File: src/rtl/instr_fetch_unit.sv
// Single-outstanding instruction fetch unit: FETCH -> WAIT -> VALID with redirect/drain handling.
// Optional macro IFU_MISALIGN_TRAP_EN adds a sticky misalign_err output and a HALT state.
module instr_fetch_unit #(
  parameter logic [31:0] RESET_PC = 32'h0000_0000
) (
  input  logic        clk,
  input  logic        rst,
  output logic        imem_req,
  output logic [31:0] imem_addr,
  input  logic        imem_rvalid,
  input  logic [31:0] imem_rdata,
  output logic        dec_valid,
  input  logic        dec_ready,
  output logic [31:0] dec_instr,
  output logic [31:0] dec_pc,
  output logic [6:0]  Op,
  output logic [2:0]  funct3,
  output logic [6:0]  funct7,
  input  logic        redirect,
  input  logic [31:0] redirect_pc,
`ifdef IFU_MISALIGN_TRAP_EN
  output logic        misalign_err,
`endif
  output logic [2:0]  dbg_state
);

`ifdef IFU_MISALIGN_TRAP_EN
  typedef enum logic [2:0] {FETCH, WAIT, DRAIN, VALID, HALT} state_t;
`else
  typedef enum logic [2:0] {FETCH, WAIT, DRAIN, VALID} state_t;
`endif

  state_t      state_q, state_d;
  logic [31:0] pc_q, pc_d;
  logic [31:0] instr_q, instr_d;
  logic [31:0] dpc_q, dpc_d;
  logic [31:0] redirect_tgt;
  logic        redirect_eff;

`ifdef IFU_MISALIGN_TRAP_EN
  logic err_q, err_d;
  assign redirect_tgt = redirect_pc;
  assign redirect_eff = redirect && (state_q != HALT);
  assign misalign_err = err_q;
`else
  assign redirect_tgt = redirect_pc & 32'hFFFF_FFFC;
  assign redirect_eff = redirect;
`endif

  // Decoder handshake: dec_valid holds the word until a cycle with dec_valid && dec_ready
  // consumes it; dec_instr/dec_pc never change while dec_valid is high and no redirect occurs.
  assign imem_req  = (state_q == FETCH) && !redirect && !rst;
  assign imem_addr = pc_q;
  assign dec_valid = (state_q == VALID);
  assign dec_instr = instr_q;
  assign dec_pc    = dpc_q;
  assign Op        = instr_q[6:0];
  assign funct3    = instr_q[14:12];
  assign funct7    = instr_q[31:25];
  assign dbg_state = state_q;

  always_comb begin
    state_d = state_q;
    pc_d    = pc_q;
    instr_d = instr_q;
    dpc_d   = dpc_q;
`ifdef IFU_MISALIGN_TRAP_EN
    err_d   = err_q;
`endif
    if (redirect_eff) begin
      pc_d = redirect_tgt;
      case (state_q)
        WAIT:    state_d = imem_rvalid ? FETCH : DRAIN;
        // A response landing together with the redirect still completes the drain.
        DRAIN:   state_d = imem_rvalid ? FETCH : DRAIN;
        default: state_d = FETCH;
      endcase
`ifdef IFU_MISALIGN_TRAP_EN
      if (redirect_pc[1:0] != 2'b00) begin
        err_d   = 1'b1;
        state_d = HALT;
      end
`endif
    end else begin
      case (state_q)
        FETCH: state_d = WAIT;
        WAIT: begin
          if (imem_rvalid) begin
            instr_d = imem_rdata;
            dpc_d   = pc_q;
            state_d = VALID;
          end
        end
        DRAIN: begin
          if (imem_rvalid) state_d = FETCH;
        end
        VALID: begin
          if (dec_ready) begin
            pc_d    = pc_q + 32'd4;
            state_d = FETCH;
          end
        end
        default: state_d = state_q;
      endcase
    end
  end

  always_ff @(posedge clk) begin
    if (rst) begin
      state_q <= FETCH;
      pc_q    <= RESET_PC;
      instr_q <= 32'h0000_0013;
      dpc_q   <= RESET_PC;
`ifdef IFU_MISALIGN_TRAP_EN
      err_q   <= 1'b0;
`endif
    end else begin
      state_q <= state_d;
      pc_q    <= pc_d;
      instr_q <= instr_d;
      dpc_q   <= dpc_d;
`ifdef IFU_MISALIGN_TRAP_EN
      err_q   <= err_d;
`endif
    end
  end

endmodule

File: config.mk
export PLATFORM = sky130hd
export DESIGN_NAME = instr_fetch_unit
export DESIGN_NICKNAME = d
export VERILOG_FILES = /design/src/rtl/instr_fetch_unit.sv
export SDC_FILE = /design/constraint.sdc
export NUM_CORES = 1
export LEC_CHECK = 0
export CORE_MARGIN = 8
export CORE_UTILIZATION = 42
export DETAILED_ROUTE_END_ITERATION = 6
export GPL_TIMING_DRIVEN = 0
export PLACE_DENSITY = 0.86
export SETUP_SLACK_MARGIN = 0.15
export SLEW_MARGIN = 20
export SYNTH_ARGS = -nofsm -noshare
export SYNTH_HDL_FRONTEND = slang
export SYNTH_SLANG_ARGS = --single-unit
File: constraint.sdc
create_clock -name clk -period 2.5 [get_ports clk]
set_clock_uncertainty 0.05 [all_clocks]
set_input_delay 0.5 -clock clk [delete_from_list [all_inputs] [get_ports clk]]
set_output_delay 0.5 -clock clk [all_outputs]
set_load 0.02 [all_outputs]
run_1/registers.png
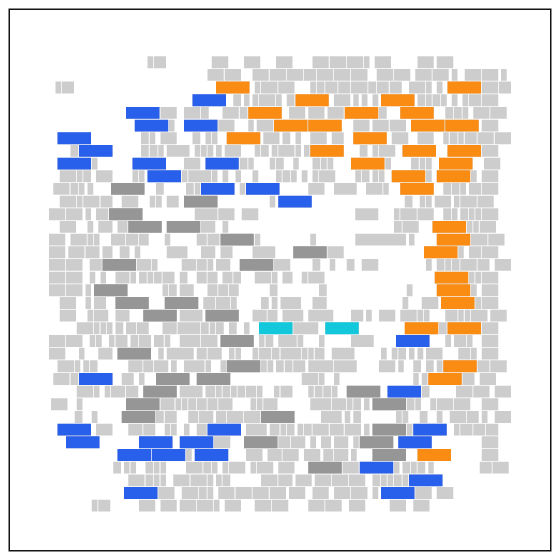
color	name in the netlist	placed flops
blue	dec_pc	30
cyan	dbg_state	2
orange	dec_instr	32
not colored	30

run_1/cell_classes.png
Fill, decap, tap and diode cells in gray.
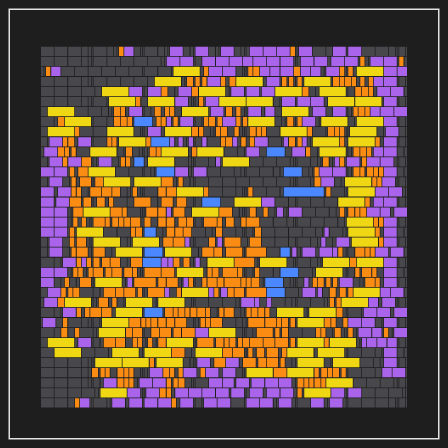
color	class	cells
yellow	flip-flops	94
purple	other buffers and delay cells	231
blue	clock drivers and dummy loads	16
orange	all other logic	380

run_1/zoom.png
The bar under the picture is 20 microns long. Window x 4 to 54, y 4 to 54 microns. Cells in gray, sequential cells in the stronger gray; small squares are vias.
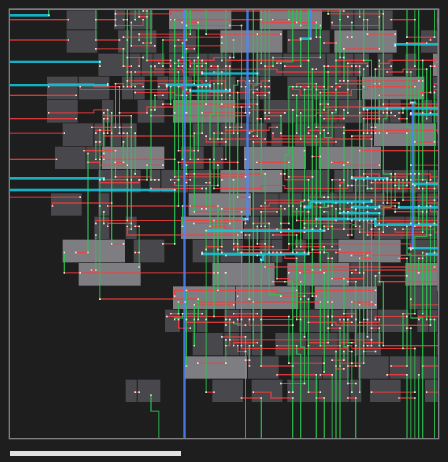
color	layer
blue	met4
green	met2
red	met1
cyan	met3
sequential cells in the window	23
most frequent	nand2_1 (34), clkdlybuf4s50_1 (28), dfxtp_1 (23)
netlist names of flops here include	imem_addr (13), dec_pc (10)
cells with their middle in the window	166

==> results.py, run 1 <==
# Generated from Yosys and OpenROAD reports
metrics = {
    "clock_tree": {
        "cts.sinks": 94,
        "worstSkewPairLatency_ns": 0.34,
        "clk_root_buffer_cell": "clkbuf_8",
        "cts_post_setup_buffers_inserted": 0,
        "cts.path.max_buffers": 2,
    },
    "detailed_routing": {
        "detailed_route_wire_length_microns": 14100,
        "drc_errors": 0,
    },
    "logic_synthesis": {
        "chip_area_in_the_yosys_report_sq_um": 4190,
        "yosys.area_share.xor_xnor_pct": 6.06,
        "simple_gate_share_pct": 25.4,
        "fa_ha_area_share_pct": 1.49,
        "post_synthesis_cell_area_sq_um": 4190,
        "postSynth.asyncResetShare_pct": 0,
    },
    "sta": {
        "report.final.hold_viol_count": 0,
        "grt_setup_unrepaired": "no",
        "post-route-min-period_ns": 2.26,
    },
    "flow_run": {
        "maxCapViolCount": 0,
    },
    "die": {
        "die_w_microns": 116,
        "die_height_microns": 116,
        "fp_util_pct": 43.1,
    },
    "run_status": {
        "status": "completed",
    },
    "pwr": {
        "max-vdd-ir-drop_v": 0.000312,
    },
    "worst_setup_path": {
        "critical_path_peak_fanout": 8,
    },
}
run 1: state kept, by name, summed over array words and instances (netlist names):
| signal | cells |
|---|---|
| imem_addr | 30 |
| dbg_state | 2 |
| dec_pc | 30 |
| dec_instr | 32 |
run 1: critical path, cell delays in order (launching register included):
cell,delay [ns]
dfxtp_1,0.41
ha_2,0.32
clkdlybuf4s50_1,0.64
run 1: metal layers:
| layer | track usage [%] | vias to the layer above | wire (microns) | share of wire [%] |
|---|---|---|---|---|
| met3 | 3.86 | 23 | 1090 | 7.8 |
| li1 | - | 2112 | - | - |
| met1 | 23.5 | 2072 | 5590 | 40 |
| met4 | 8.04 | 0 | 328 | 2.3 |
| met2 | 35.1 | 176 | 7040 | 50 |
| met5 | 0 | - | 0 | 0 |
run 1: layout make-up:
cell class / count / area share (%)
sequential: 94 / 29.6
tap: 133 / 2.61
multi-input combinational: 373 / 31.6
buffer: 54 / 4.54
inverter: 7 / 0.413
clock inverter: 4 / 0.845
timing repair buffer: 177 / 27.8
clock buffer: 12 / 2.59
run 1: synth_stat cells, types with 7 or more instances:
master	count	share of area [%]
a211oi_1	17	3.0
a21oi_1	68	8.1
buf_4	22	3.9
clkbuf_1	28	2.5
dfxtp_1	94	45
inv_1	7	0.63
nand2_1	145	13
nand3_1	8	0.95
nand4_1	14	2.1
nor2_1	32	2.9
xnor2_1	9	1.9
xor2_1	20	4.2
run 1: cell families after synthesis:
logic type               Yosys count
AND/OR/NAND/NOR                  235
adder cells (fa/ha/maj)            5
flip-flops                        94
XOR/XNOR                          29
AND-OR/OR-AND                     92
other                              1
multiplexers                       7
buffers and inverters             61
run 1: metrics by stage:
stage,TNS (ns),cells,worst slack [ns],utilization [%]
3_5_place_dp,0,838,0.00999,63.2
6_report,0,854,0.242,65.4
5_1_grt,0,854,0.166,65.4
3_3_place_gp,-0.00594,838,-0.00594,63.2
2_1_floorplan,0,528,0.427,-
4_1_cts,0,854,0.219,65.4
run 1: repair_timing:
item / 4_1_cts / 5_1_grt
gates resized: 2 / 0
setup endpoints to repair: 2 / 0
hold endpoints to repair: 0 / 0
run 1: path summary, 6_finish.rpt:
path | to | slack [ns] | depth (start not counted) | start
max | dec_valid | 0.24 | 2 | dbg_state[1]
min | dec_pc[22] | 0.41 | 2 | dec_pc[22]
max reg2reg | imem_addr[18] | 0.39 | 6 | imem_addr[2]
min reg2reg | dec_pc[22] | 0.41 | 2 | dec_pc[22]
run 1: power by group:
group / total (uW) / internal (uW) / switching [uW]
Sequential: 1630 / 1550 / 76.0
Combinational: 556 / 282 / 274
Clock: 1060 / 547 / 517
Total: 3250 / 2380 / 867
==> inputs of run 2 (changes only) <==
Settings changed: CTS_CLUSTER_SIZE set to 8.
run_2/wire_density.png
The bar under the picture is 20 microns long. 23 x 23 tiles, from black (low) to pale yellow (high), scaled to the fullest tile. Values are wire area over tile area, all layers added.
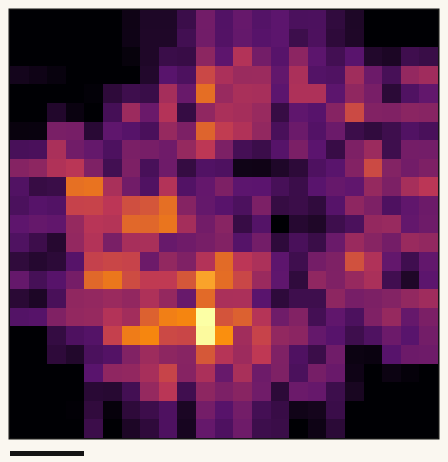
fullest tile	0.65
emptiest ninth of the die	top left
mean over tiles	0.17
tiles over half the peak	9.1%
nearly empty tiles	15%

==> results.py, run 2 <==
# Generated from Yosys and OpenROAD reports
metrics = {
    "run_status": {
        "status": "completed",
    },
    "die": {
        "die_w_microns": 116,
    },
    "cells_and_area": {
        "largest_register_ffs": 32,
    },
    "logic_synthesis": {
        "top_cells_by_area": "dfxtp_1 (45%), nand2_1 (13%), a21oi_1 (8.1%), xor2_1 (4.2%), buf_4 (3.9%)",
        "synthMostInstantiatedCell": "nand2_1",
        "post_synth_most_frequent_cells": "nand2_1 (145), dfxtp_1 (94), a21oi_1 (68)",
        "post_synthesis_cell_area_sq_um": 4190,
        "largest_area_cell": "dfxtp_1",
        "synth_largest_type_area_fraction_pct": 44.9,
        "chip_area_in_the_yosys_report_sq_um": 4190,
    },
    "clock_tree": {
        "clk_root_buffer_cell": "clkbuf_8",
        "ctsResizeCount": 2,
        "cts.path.max_buffers": 2,
        "cts_post_setup_buffers_inserted": 0,
        "worstSkewPairLatency_ns": 0.34,
    },
    "pwr": {
        "max-vdd-ir-drop_v": 0.000312,
    },
    "flow_run": {
        "maxCapViolCount": 0,
    },
    "sta": {
        "grt_setup_unrepaired": "no",
        "postLayoutSetupSlackWorst_ns": 0.242,
    },
    "placed_design": {
        "dpl_worst_slack_ns": 0.00999,
    },
    "worst_setup_path": {
        "rr_worst_depth": 6,
    },
    "detailed_routing": {
        "drc_errors": 0,
        "detailed_route_wire_length_microns": 14100,
    },
    "worst_hold_path": {
        "hold-path-cell-count": 2,
    },
}
==> run 2: cell counts after synthesis <==
No cell type changed its count.
==> run 2: routing by layer <==
layer	track usage [%]	share of wire, %	up-vias	wire (microns)
met5	0	0	-	0
li1	-	-	2112	-
met1	23.5	40	2072	5590
met3	3.86	7.8	23	1090
met2	35.1	50	176	7040
met4	8.04	2.3	0	328
==> run 2: logic make-up (layout without fill, tap and decap cells) <==
group                    after synthesis  count (layout)  share of synthesized area (%)
AND-OR/OR-AND                         92              92                           12.8
XOR/XNOR                              29              29                           6.06
adder cells (fa/ha/maj)                5               5                           1.49
buffers and inverters                 61             254                           7.52
flip-flops                            94              94                           44.9
multiplexers                           7               7                           1.70
other                                  1               5                         0.0894
AND/OR/NAND/NOR                      235             235                           25.4
==> run 2: final cells by class <==
type / count / share of cell area (%)
multi-input combinational: 373 / 31.6
timing repair buffer: 177 / 27.8
clock buffer: 12 / 2.59
buffer: 54 / 4.54
inverter: 7 / 0.413
sequential: 94 / 29.6
clock inverter: 4 / 0.845
tap: 133 / 2.61
==> run 2: per-stage QoR <==
step	TNS, ns	cell area (sq um)	total power (uW)	cells
6_report	0	6370	3250	854
2_1_floorplan	0	4210	1910	528
3_3_place_gp	-0.00594	6150	2200	838
4_1_cts	0	6370	3280	854
3_5_place_dp	0	6150	2220	838
5_1_grt	0	6370	3380	854
==> run 2: where the power goes <==
group / internal [uW] / switching, uW / total [uW]
Sequential: 1550 / 76.0 / 1630
Combinational: 282 / 274 / 556
Clock: 547 / 517 / 1060
Total: 2380 / 867 / 3250
==> run 2: critical path: stages, from the launching register on <==
cell and delay, ns:
dfxtp_1 0.41, ha_2 0.32, clkdlybuf4s50_1 0.64
==> run 2: worst paths after layout <==
path         slack (ns)         start            end
max                0.24  dbg_state[1]      dec_valid
min                0.41    dec_pc[22]     dec_pc[22]
max reg2reg        0.39  imem_addr[2]  imem_addr[18]
min reg2reg        0.41    dec_pc[22]     dec_pc[22]
==> inputs of run 3 (changes only) <==
Settings changed: CORE_UTILIZATION 42 to 24, PLACE_DENSITY 0.86 to 0.57.
run_3/zoom.png
The bar under the picture is 20 microns long. Window x 12 to 62, y 12 to 62 microns. Cells in gray, sequential cells in the stronger gray; small squares are vias.
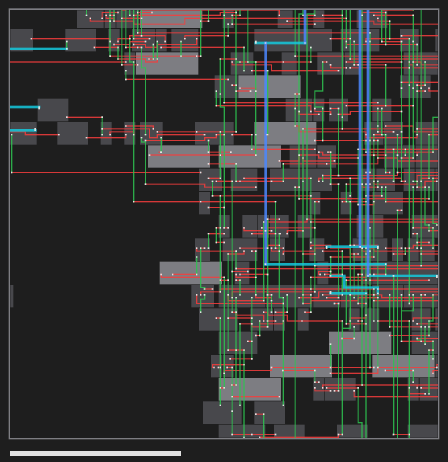
color	layer
blue	met4
red	met1
cyan	met3
green	met2
cells with their middle in the window	114
most frequent	clkdlybuf4s50_1 (12), nor2_1 (11), dfxtp_1 (11)
sequential cells in the window	11
netlist names of flops here include	imem_addr (9), dbg_state (2)

==> results.py, run 3 <==
# Generated from Yosys and OpenROAD reports
metrics = {
    "run_status": {
        "status": "completed",
    },
    "logic_synthesis": {
        "post_synthesis_sequential_element_count": 94,
        "largest_area_cell": "dfxtp_1",
        "mux_area_share_pct": 1.70,
        "chip_area_in_the_yosys_report_sq_um": 4190,
        "top_cells_by_area": "dfxtp_1 (45%), nand2_1 (13%), a21oi_1 (8.1%), xor2_1 (4.2%), buf_4 (3.9%)",
        "largest_family_of_logic_cells_by_area": "simple AND/OR/NAND/NOR gates",
        "yosys.area_share.xor_xnor_pct": 6.06,
        "post_synth_most_frequent_cells": "nand2_1 (145), dfxtp_1 (94), a21oi_1 (68)",
        "post_synthesis_cell_area_sq_um": 4190,
        "fa_ha_area_share_pct": 1.49,
        "synth_largest_type_area_fraction_pct": 44.9,
        "synth.cellmix.compoundShare_pct": 12.8,
        "synthMostInstantiatedCell": "nand2_1",
    },
    "global_route": {
        "grt_use_met1_pct": 17.4,
        "grt_util_met3_pct": 3.52,
        "met2_track_usage_gr_pct": 22.1,
        "gr-max-usage-layer": "met2",
    },
    "sta": {
        "tns_ns": 0,
        "postLayoutSetupSlackWorst_ns": 0.279,
        "grt_setup_unrepaired": "yes",
    },
    "detailed_routing": {
        "first_iter_violations": 185,
        "drc_errors": 0,
        "detailed_route_wire_length_microns": 15400,
    },
    "flow_run": {
        "maxCapViolCount": 0,
    },
    "placed_design": {
        "dpl_worst_slack_ns": -0.0564,
        "numPortBuffers": 177,
    },
    "clock_tree": {
        "clk_root_buffer_cell": "clkbuf_16",
        "cts_post_setup_buffers_inserted": 0,
        "cts.path.max_buffers": 2,
        "worstSkewPairLatency_ns": 0.35,
        "ctsResizeCount": 1,
    },
    "pwr": {
        "sw_frac_of_total_pct": 26.8,
        "clock_power_share_pct": 39.1,
        "max-vdd-ir-drop_v": 0.000355,
        "share_seq_of_total_power_pct": 45.4,
        "cellInternalPower_uw": 2630,
        "p_switching_uw": 962,
        "logic_pwr_share_pct": 15.5,
    },
    "worst_setup_path": {
        "r2r_start": "imem_addr[3]",
        "critical_path.slowest_cell": "clkdlybuf4s50_1",
        "crit_chain": "ha_2, clkdlybuf4s50_1",
        "critical_path.n_buffers_inverters": 1,
        "worst_setup_path_startpoint": "dbg_state[1]",
        "slowest_delay_ns": 0.63,
    },
    "die": {
        "die_w_microns": 148,
    },
    "worst_hold_path": {
        "hold_start": "dec_pc[11]",
    },
}
run 3: cell count changes in the layout (fill, tap and decap cells not counted):
cell	previous run	this run
clkbuf_1	28	27
clkbuf_16	0	9
clkbuf_2	0	1
clkbuf_8	12	1
clkinv_2	0	3
clkinvlp_4	2	1
run 3: power by group through the flow:
stage | sequential, uW | combinational (uW) | clock, uW
6_report | 1630 | 558 | 1410
3_3_place_gp | 1660 | 563 | 0
2_1_floorplan | 1710 | 208 | 0
5_1_grt | 1640 | 605 | 1500
3_5_place_dp | 1660 | 562 | 0
4_1_cts | 1630 | 565 | 1460
run 3: metrics by stage:
stage | std cells | area (sq um) | utilization (%) | total power (uW) | hold slack, ns
after floorplan | 528 | 4210 | - | 1910 | 0.485
after global placement | 930 | 6260 | 36.5 | 2230 | 0.393
after detailed placement | 930 | 6260 | 36.5 | 2230 | 0.396
after CTS | 946 | 6560 | 38.2 | 3650 | 0.405
after global routing | 946 | 6570 | 38.2 | 3750 | 0.418
final | 946 | 6570 | 38.2 | 3600 | 0.403
run 3: path summary, 6_finish.rpt:
path                         to  slack [ns]  depth (start not counted)
hold reg to reg      dec_pc[11]        0.40                          2
setup reg to reg  imem_addr[26]        0.36                          6
hold / removal       dec_pc[11]        0.40                          2
setup / recovery      dec_valid        0.28                          2
run 3: area by class of cell:
| cell class | count | share of cell area, % |
|---|---|---|
| multi-input combinational | 373 | 30.7 |
| sequential | 94 | 28.7 |
| timing repair buffer | 177 | 27.0 |
| buffer | 54 | 4.42 |
| tap | 225 | 4.29 |
| clock buffer | 10 | 3.64 |
| clock inverter | 6 | 0.934 |
| inverter | 7 | 0.400 |
run 3: kinds of logic (layout without fill, tap and decap cells):
group                    Yosys count  count (layout)
buffers and inverters             61             254
AND/OR/NAND/NOR                  235             235
AND-OR/OR-AND                     92              92
other                              1               5
adder cells (fa/ha/maj)            5               5
flip-flops                        94              94
multiplexers                       7               7
XOR/XNOR                          29              29
run 3: worst reg2reg max path: cells and delay by family (launching register included):
| family | cells | cell delay, ns |
|---|---|---|
| flops | 1 | 0.47 |
| compound gates | 1 | 0.21 |
| xor+xnor | 1 | 0.18 |
| fa+ha+maj | 1 | 0.29 |
| simple gates | 3 | 0.86 |
run 3: layer usage:
metal	part of all wire (%)	vias up	wire length [microns]
li1	-	2115	-
met1	46	1857	7070
met2	46	138	7020
met3	6.2	20	960
met4	2.5	0	380
met5	0	-	0

==> layout pictures side by side <==
Placed standard cells.
image #1
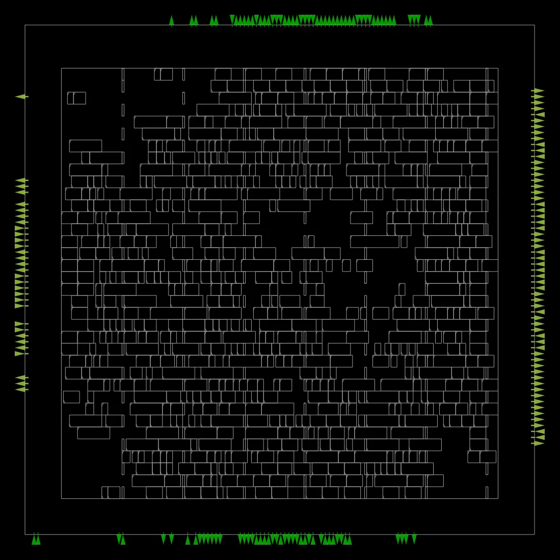
image #2
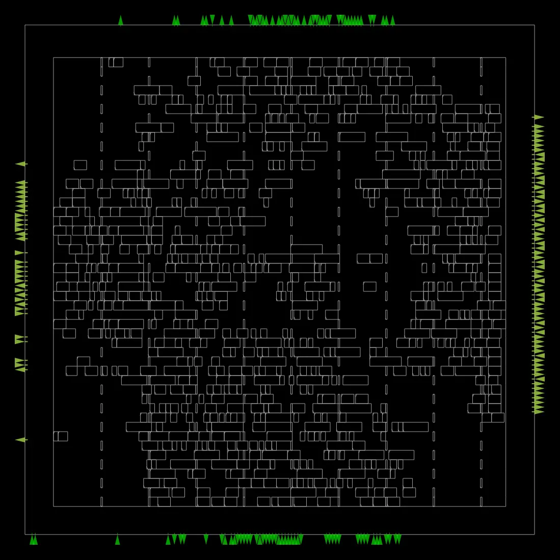
The one with the highest utilization is image #1.
- image #1 = run 2
- image #2 = run 3

Power is estimated from default activity; no workload was simulated.
